--- config.mk ---
export PLATFORM = sky130hd
export DESIGN_NAME = mavg_sched
export DESIGN_NICKNAME = d
export VERILOG_FILES = /design/src/rtl/mavg_sched.sv
export SDC_FILE = /design/constraint.sdc
export NUM_CORES = 1
export LEC_CHECK = 0
export CORE_MARGIN = 10
export CORE_UTILIZATION = 38
export CTS_CLUSTER_DIAMETER = 40
export DETAILED_ROUTE_END_ITERATION = 6
export GPL_ROUTABILITY_DRIVEN = 0
export PLACE_DENSITY_LB_ADDON = 0.12
export SYNTH_ARGS = -nofsm -noshare
export SYNTH_HDL_FRONTEND = slang
export SYNTH_SLANG_ARGS = --single-unit
--- constraint.sdc ---
create_clock -name clk -period 10.1 [get_ports clk]
set_input_delay 2.525 -clock clk [delete_from_list [all_inputs] [get_ports clk]]
set_output_delay 2.525 -clock clk [all_outputs]
set_load 0.02 [all_outputs]
--- src/rtl/mavg_sched.sv ---
// Time-multiplexed moving-sum scheduler: NCH round-robin requesters share one sliding-window summer.
// Define MAVG_SCHED_AVG_EN to output the window mean (sum >> log2(DEPTH)) instead of the raw sum.
module mavg_sched #(
  parameter int WIDTH = 8,
  parameter int DEPTH = 8,
  parameter int NCH   = 4,
  parameter int CHW   = $clog2(NCH + 1) - 1,
  parameter int YWD   = WIDTH + $clog2(DEPTH + 1) - 1
) (
  input  logic                   clk,
  input  logic                   rst_n,
  input  logic [NCH-1:0]         i_req,
  input  logic [NCH*WIDTH-1:0]   i_data,
  input  logic                   i_clr,
  output logic [NCH-1:0]         o_gnt,
  output logic                   o_vld,
  output logic [CHW-1:0]         o_ch,
  output logic [YWD-1:0]         o_y,
  output logic                   o_full
);
  localparam int DPW = $clog2(DEPTH + 1) - 1;
  localparam int PW  = $clog2(NCH);
  localparam int CW  = DPW + 1;

  logic [WIDTH-1:0] buf_q [NCH][DEPTH];
  logic [YWD-1:0]   sum_q [NCH];
  logic [DPW-1:0]   wp_q  [NCH];
  logic [CW-1:0]    cnt_q [NCH];
  logic [PW-1:0]    rr_q;
  logic             vld_q;
  logic [CHW-1:0]   ch_q;
  logic [YWD-1:0]   y_q;
  logic             full_q;

  logic             gnt_any;
  logic [PW-1:0]    gnt_idx;
  logic [PW-1:0]    rr_d;
  logic [WIDTH-1:0] samp_d;
  logic [WIDTH-1:0] old_d;
  logic [YWD-1:0]   sum_d;
  logic [CW-1:0]    cnt_d;
  logic             full_d;
  logic [YWD-1:0]   y_d;

  // Handshake: a sample transfers on a cycle where i_req[c] & o_gnt[c]; the requester
  // holds i_req[c] and its i_data slice stable until then. i_clr suppresses all grants.
  always_comb begin
    gnt_any = 1'b0;
    gnt_idx = '0;
    if (!i_clr) begin
      for (int i = 0; i < NCH; i++) begin
        if (!gnt_any && i_req[(int'(rr_q) + i) % NCH]) begin
          gnt_any = 1'b1;
          gnt_idx = PW'((int'(rr_q) + i) % NCH);
        end
      end
    end
    o_gnt = gnt_any ? (NCH'(1) << gnt_idx) : '0;
    rr_d  = (int'(gnt_idx) == NCH - 1) ? '0 : gnt_idx + 1'b1;
  end

  // Incremental window update: the zero-initialised buffer makes "subtract oldest" valid during fill.
  always_comb begin
    samp_d = i_data[int'(gnt_idx)*WIDTH +: WIDTH];
    old_d  = buf_q[gnt_idx][wp_q[gnt_idx]];
    sum_d  = sum_q[gnt_idx] - YWD'(old_d) + YWD'(samp_d);
    cnt_d  = (cnt_q[gnt_idx] == CW'(DEPTH)) ? cnt_q[gnt_idx] : cnt_q[gnt_idx] + 1'b1;
    full_d = (cnt_d == CW'(DEPTH));
`ifdef MAVG_SCHED_AVG_EN
    y_d    = sum_d >> DPW;
`else
    y_d    = sum_d;
`endif
  end

  always_ff @(posedge clk or negedge rst_n) begin
    if (!rst_n) begin
      for (int c = 0; c < NCH; c++) begin
        for (int k = 0; k < DEPTH; k++) buf_q[c][k] <= '0;
        sum_q[c] <= '0;
        wp_q[c]  <= '0;
        cnt_q[c] <= '0;
      end
      rr_q   <= '0;
      vld_q  <= 1'b0;
      ch_q   <= '0;
      y_q    <= '0;
      full_q <= 1'b0;
    end else if (i_clr) begin
      for (int c = 0; c < NCH; c++) begin
        for (int k = 0; k < DEPTH; k++) buf_q[c][k] <= '0;
        sum_q[c] <= '0;
        wp_q[c]  <= '0;
        cnt_q[c] <= '0;
      end
      rr_q   <= '0;
      vld_q  <= 1'b0;
      ch_q   <= '0;
      y_q    <= '0;
      full_q <= 1'b0;
    end else begin
      vld_q <= gnt_any;
      if (gnt_any) begin
        buf_q[gnt_idx][wp_q[gnt_idx]] <= samp_d;
        wp_q[gnt_idx]  <= wp_q[gnt_idx] + 1'b1;
        cnt_q[gnt_idx] <= cnt_d;
        sum_q[gnt_idx] <= sum_d;
        rr_q   <= rr_d;
        ch_q   <= CHW'(gnt_idx);
        y_q    <= y_d;
        full_q <= full_d;
      end
    end
  end

  assign o_vld  = vld_q;
  assign o_ch   = ch_q;
  assign o_y    = y_q;
  assign o_full = full_q;
endmodule

Figure 1. Cells colored by class (run 1).
The bar under the picture is 50 um long. Fill, decap, tap and diode cells in gray.
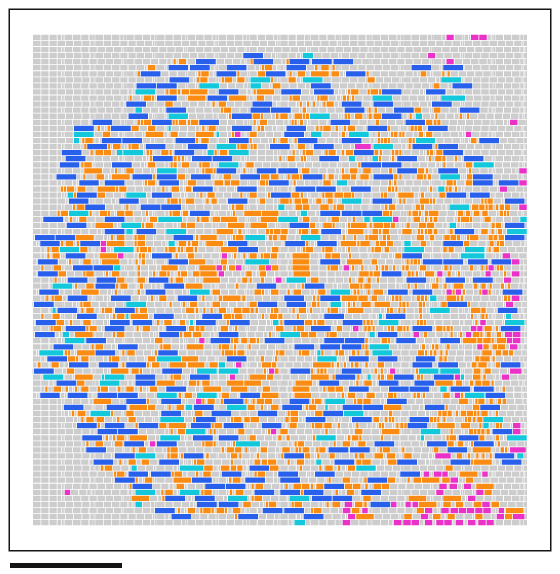
[cyan] clock drivers and dummy loads | cells: 131 | share of their area: 11%
[orange] remaining logic cells | cells: 1292 | share of their area: 44%
[blue] registers | cells: 345 | share of their area: 40%
[magenta] remaining buffers and delay cells | cells: 106 | share of their area: 4.5%

Figure 2. Routing congestion (run 1).
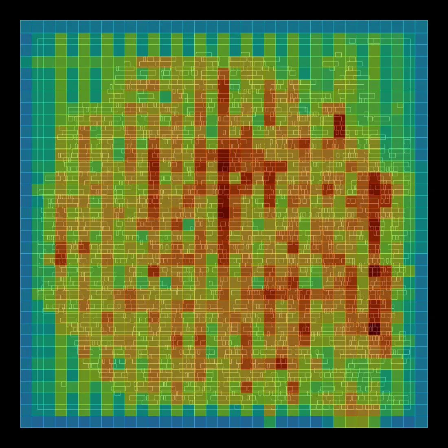
post-DR wirelength/cell: 22.91 um
met1 global-route usage: 26.64%
GRT Total Usage: 19.76%
global-route track usage on met2: 31.87%
met3 track demand over resource: 3.417%

Figure 3. Wiring by layer (run 1).
The bar under the picture is 50 um long. Only two layers are drawn.
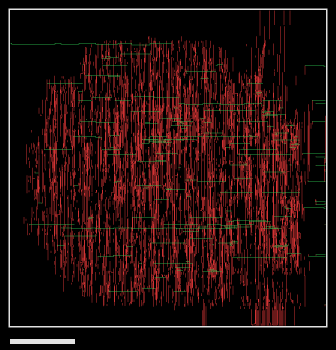
[green] M3 | wire length: 2250 um
[red] M2 | wire length: 27.5 mm
vias after detailed routing: 13990
routed wire length: 58.14 mm

==> GITHUB_STEP_SUMMARY, run 1 <==
## PnR job results

| Metric | Value |
|---|---|
| Status | `complete, no violations` |
| Final period demand of the worst path | `8902 ps` |
| Aggregate global routing overflow | `0` |
| Most frequent standard cell in the layout excluding fill and tap cells | `sky130_fd_sc_hd__dfrtp_1` |
| Count of state elements after synthesis | `345` |
| Launching instance or port of the critical path | `i_req[0]` |
| DRC marker count from the first detailed-route iteration | `1089` |
| Biggest regs | `buf_q x256, sum_q x44, cnt_q x16` |
| Netlist cell types | `62` |
| Power dissipated by switching net loads | `0.001741 W` |
| Finished Core Util | `46.13%` |
| Combinational fraction of the cell area | `41.54%` |
| Clock-pin transition on the worst setup and hold timing paths | `50 ps` |
| Synth top cells by count | `sky130_fd_sc_hd__dfrtp_1, sky130_fd_sc_hd__mux2i_1, sky130_fd_sc_hd__nor2_1` |
| Fin Clk Skew | `26.37 ps` |
| Internal Dissipation | `0.003557 W` |
| Remaining max-slew budget at the tightest pin | `18.94%` |
| Core area | `48850 um^2` |
| Leading cell types in the layout, fill and taps excluded | `sky130_fd_sc_hd__dfrtp_1, sky130_fd_sc_hd__mux2i_1, sky130_fd_sc_hd__nor2_1` |
| Top cell type by instance count after synthesis | `sky130_fd_sc_hd__dfrtp_1` |
| Setup violation total in the final timing report | `0` |
| Met1 wire length | `26.95 mm` |
| Maximum frequency from static timing analysis | `112.3 MHz` |
| LEAKAGE | `9.206 nW` |
| Sequential cell count | `345` |
| Die Width | `242.1 um` |
| Fraction of synthesized cell area taken by the top area cell type | `46.05%` |
| Cell group occupying the most layout area | `combinational gates` |
| Worst Hold Path EP | `o_y[4]` |
| Inserted Clock Buffers | `72` |
| Aggregate negative setup slack | `0 ps` |
| Layout Area Growth over Synthesis | `20.21%` |
| Slew Limit Fails | `0` |
| Routed wl met2 | `27.51 mm` |
| Fraction of the yosys area taken by sequential cells | `46.05%` |
| H-Tree Depth | `3` |
| Flip-flop count of the largest register after layout | `256` |
| Hold-fix buffers at CTS | `0` |
| Critical path's slowest cell | `sky130_fd_sc_hd__clkdlybuf4s50_1` |
| Required time of the critical path | `7580 ps` |
| Critical path class | `in2out` |
| WL met3 | `2.254 mm` |
| Number of clock buffers in the layout | `84` |
| First-pass GRT wire length | `91.47 mm` |
| Final Hold Viols | `0` |
| Number of buffers inserted to repair setup after CTS | `0` |
| Number of sinks handled by clock tree synthesis | `345` |
| Power consumed by sequential cells | `0.00154 W` |
run 1: worst max-delay path: cells and delay by family:
family          cells  cell delay (ps)
buf+inv             4             2250
simple gates        2              620
compound gates      2              610
fa+ha+maj           1              330
run 1: stage by stage:
stage / total power [W] / cells
after floorplan: 0.002434 / 1784
after global placement: 0.002866 / 2407
after detailed placement: 0.002879 / 2407
after CTS: 0.005348 / 2538
after global routing: 0.005547 / 2538
final: 0.005298 / 2538
run 1: logic make-up after synthesis:
family / after synthesis
AND/OR/NAND/NOR: 604
AND-OR/OR-AND: 257
adder cells (fa/ha/maj): 26
XOR/XNOR: 7
multiplexers: 337
buffers and inverters: 208
flip-flops: 345
==> inputs of run 2 (changes only) <==
--- a/config.mk
+++ b/config.mk
@@ -5,9 +5,9 @@
 export SDC_FILE = /design/constraint.sdc
 export NUM_CORES = 1
 export LEC_CHECK = 0
-export CORE_MARGIN = 10
-export CORE_UTILIZATION = 38
-export CTS_CLUSTER_DIAMETER = 40
+export CORE_MARGIN = 2
+export CORE_UTILIZATION = 45
+export CTS_CLUSTER_DIAMETER = 60
 export DETAILED_ROUTE_END_ITERATION = 6
 export GPL_ROUTABILITY_DRIVEN = 0
 export PLACE_DENSITY_LB_ADDON = 0.12
Figure 4. Cell density map (run 2).
The die is cut into 21 by 21 equal tiles; black is low, pale yellow is high, 0 to 100% covered.
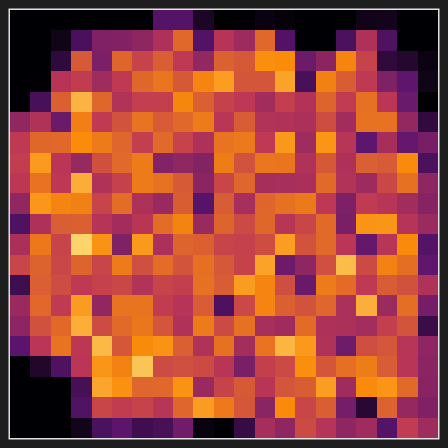
fullest tile: 91%
emptiest ninth of the die: top right
tiles over 75% full: 7.9%
nearly empty tiles: 8.6%
mean over tiles: 48%
core area: 41020 um^2
Finished Core Util: 51.97%

==> run 2 against run 1 <==
Compared with the run above:
- die area shrank 26%
- sequential share of layout area increased by 2.2 points
- clock-buffer cell count fell by 24
- critical endpoint is now o_gnt[3]
- largest power group unchanged
- highest routed layer unchanged
==> GITHUB_STEP_SUMMARY, run 2 <==
## PnR job results

| Metric | Value |
|---|---|
| Leading cell types in the layout, fill and taps excluded | `sky130_fd_sc_hd__dfrtp_1, sky130_fd_sc_hd__mux2i_1, sky130_fd_sc_hd__nor2_1` |
| Power dissipated by switching net loads | `0.001510 W` |
| Routed wire length | `53.73 mm` |
| Internal Dissipation | `0.002949 W` |
| Power consumed by sequential cells | `0.00153 W` |
| Final std cells w/o fill | `2342` |
| Final period demand of the worst path | `8885 ps` |
| Total power | `0.004459 W` |
| Number of buffers inserted to repair setup after CTS | `0` |
| Routed wl met2 | `24.38 mm` |
| Critical path's slowest cell | `sky130_fd_sc_hd__clkdlybuf4s50_1` |
| Maximum frequency from static timing analysis | `112.6 MHz` |
| Final Hold Viols | `0` |
| H-Tree Depth | `2` |
| Status | `complete, no violations` |
| Synth top cells by count | `sky130_fd_sc_hd__dfrtp_1, sky130_fd_sc_hd__mux2i_1, sky130_fd_sc_hd__nor2_1` |
| WL met3 | `2.589 mm` |
| Most frequent standard cell in the layout excluding fill and tap cells | `sky130_fd_sc_hd__dfrtp_1` |
| Aggregate negative setup slack | `0 ps` |
| Placed Instances | `2269` |
| Count of state elements after synthesis | `345` |
| Critical path class | `in2out` |
| Fin Clk Skew | `16.35 ps` |
| Remaining max-slew budget at the tightest pin | `26.03%` |
| Aggregate global routing overflow | `0` |
| Setup violation total in the final timing report | `0` |
| Vias after detailed routing | `13820` |
| Worst Hold Path EP | `o_ch[1]` |
| LEAKAGE | `8.720 nW` |
| First-pass GRT wire length | `85.67 mm` |
| Met1 global-route usage | `36.34%` |
| Netlist cell types | `62` |
| Fraction of the yosys area taken by sequential cells | `46.05%` |
| DRC marker count from the first detailed-route iteration | `1129` |
| Launching instance or port of the critical path | `i_req[0]` |
| Share of total power in sequential cells | `34.4%` |
| Met1 wire length | `25.09 mm` |
| Die Width | `208.1 um` |
| Clock-pin transition on the worst setup and hold timing paths | `50 ps` |
| Layout Area Growth over Synthesis | `13.70%` |
Figure 5. Routing congestion (run 2).
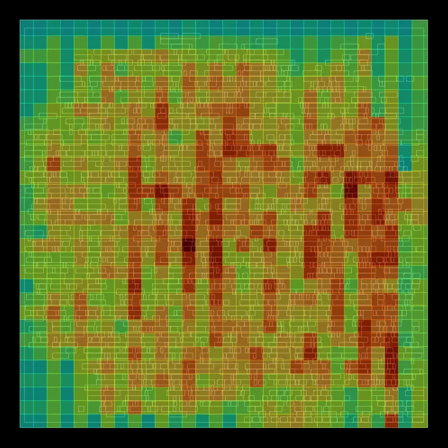
global-route track usage on met2: 39.57%
met3 track demand over resource: 3.457%
GRT Total Usage: 25.31%
post-DR wirelength/cell: 22.94 um

-- run 2: cell types whose count changed in the layout (fill, tap and decap cells not counted), sizes merged --
cell	change
clkinv	-8
inv	-11
clkbuf	-24
buf	-6
clkinvlp	-11
bufinv	-4
-- run 2: final cells by class --
class | instances | area (um^2)
Fill cell | 3634 | 19700
Clock inverter | 13 | 211.5
Tap cell | 532 | 665.6
Multi-Input combinational cell | 1231 | 9361
Inverter | 61 | 234.0
Sequential cell | 345 | 8633
Clock buffer | 60 | 1270
Timing Repair Buffer | 100 | 940.9
-- run 2: worst max-delay path: cells and delay by family --
kind | cells | cell delay, ps
buffers and inverters | 4 | 2080
and+or+nand+nor | 4 | 1070
adders and majority gates | 1 | 380
AOI/OAI and AO/OA | 1 | 270
==> inputs of run 3 (changes only) <==
--- a/config.mk
+++ b/config.mk
@@ -5,6 +5,7 @@
 export SDC_FILE = /design/constraint.sdc
 export NUM_CORES = 1
 export LEC_CHECK = 0
+export CORE_ASPECT_RATIO = 1.75
 export CORE_MARGIN = 2
 export CORE_UTILIZATION = 45
 export CTS_CLUSTER_DIAMETER = 60
Figure 6. Wiring by layer (run 3).
The bar under the picture is 50 um long. Only two layers are drawn.
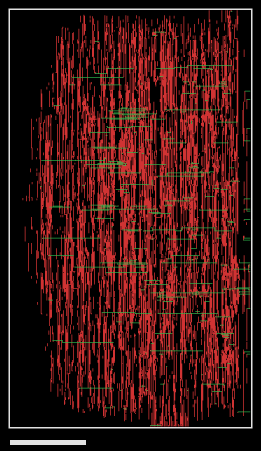
[green] M3 | wire length: 1970 um
[red] M2 | wire length: 29.4 mm
GRT Total Usage: 26.80%
routed wire length: 56.59 mm
vias after detailed routing: 13830
post-DR wirelength/cell: 23.97 um

==> run 3 against run 2 <==
Compared with the run above:
- cell count up 0.81%
- setup slack worse by 100 ps
- sequential share of layout area up 0.51 points
- largest power group is now registers
- critical endpoint is now o_gnt[0]
- largest cell class unchanged
==> GITHUB_STEP_SUMMARY, run 3 <==
## PnR job results

| Metric | Value |
|---|---|
| Status | `complete, no violations` |
| Leading cell types in the layout, fill and taps excluded | `sky130_fd_sc_hd__dfrtp_1, sky130_fd_sc_hd__mux2i_1, sky130_fd_sc_hd__nor2_1` |
| Number of sinks handled by clock tree synthesis | `345` |
| Flip-flop count of the largest register after layout | `256` |
| Finished Core Util | `50.88%` |
| Clock-pin transition on the worst setup and hold timing paths | `60 ps` |
| Share of total power in sequential cells | `36.4%` |
| Non-clock inverters | `61` |
| Required time of the critical path | `7580 ps` |
| Number of clock buffers in the layout | `51` |
| Combinational gate area | `9358 um^2` |
| Fill cell instance count of the final layout | `3794` |
| Worst Hold Path EP | `o_y[5]` |
| Total power | `0.004201 W` |
| Inserted Clock Buffers | `37` |
| Sequential share of cell area | `41.01%` |
| Die Width | `158.3 um` |
| Multi-input combinational gate total | `1231` |
| Aggregate global routing overflow | `0` |
| Critical path class | `in2out` |
| Fraction of synthesized cell area taken by the top area cell type | `46.05%` |
| Critical path's slowest cell | `sky130_fd_sc_hd__clkdlybuf4s50_1` |
| Final period demand of the worst path | `8985 ps` |
| Maximum frequency from static timing analysis | `111.3 MHz` |
| Internal Dissipation | `0.002716 W` |
| Netlist cell types | `62` |
| Remaining max-slew budget at the tightest pin | `20.51%` |
| Top cell type by instance count after synthesis | `sky130_fd_sc_hd__dfrtp_1` |
| Fin Clk Skew | `25.46 ps` |
| H-Tree Depth | `2` |
| Final Hold Viols | `0` |
| Non-clock buffer share | `4.588%` |
| Biggest regs | `buf_q x256, sum_q x44, cnt_q x16` |
| Fraction of the yosys area taken by sequential cells | `46.05%` |
| Tapcell count | `555` |
Figure 7. Cells colored by class (run 3).
The bar under the picture is 50 um long. Fill, decap, tap and diode cells in gray.
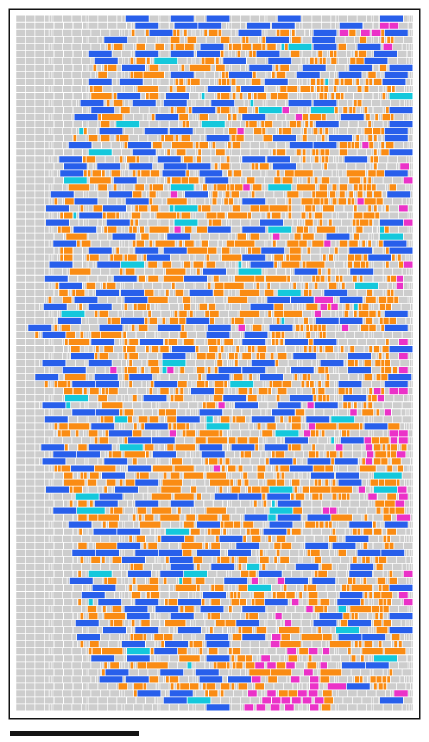
[orange] remaining logic cells | cells: 1292 | share of their area: 47%
[cyan] clock drivers and dummy loads | cells: 64 | share of their area: 5.7%
[blue] registers | cells: 345 | share of their area: 42%
[magenta] remaining buffers and delay cells | cells: 105 | share of their area: 4.7%

## run 3: stage by stage
stage / instances / worst slack [ps]
6_report: 2361 / 1115
3_3_place_gp: 2297 / 934.6
3_5_place_dp: 2297 / 789.8
5_1_grt: 2361 / 872.9
2_1_floorplan: 1784 / 1787
4_1_cts: 2361 / 1111
## run 3: worst max-delay path, delay by kind of cell
kind / cells / cell delay [ps]
AOI/OAI and AO/OA: 1 / 270
and+or+nand+nor: 3 / 470
adders and majority gates: 1 / 330
buffers and inverters: 7 / 2810
## run 3: layer usage
metal	up-vias	global-route usage [%]	wire, um
met2	375	47.20	29360
met4	0	15.74	3724
li1	6299	-	-
met1	6989	31.31	21540
met3	162	2.750	1968
met5	-	0	0
No activity file was given, so power comes from the tool's default toggle rates.
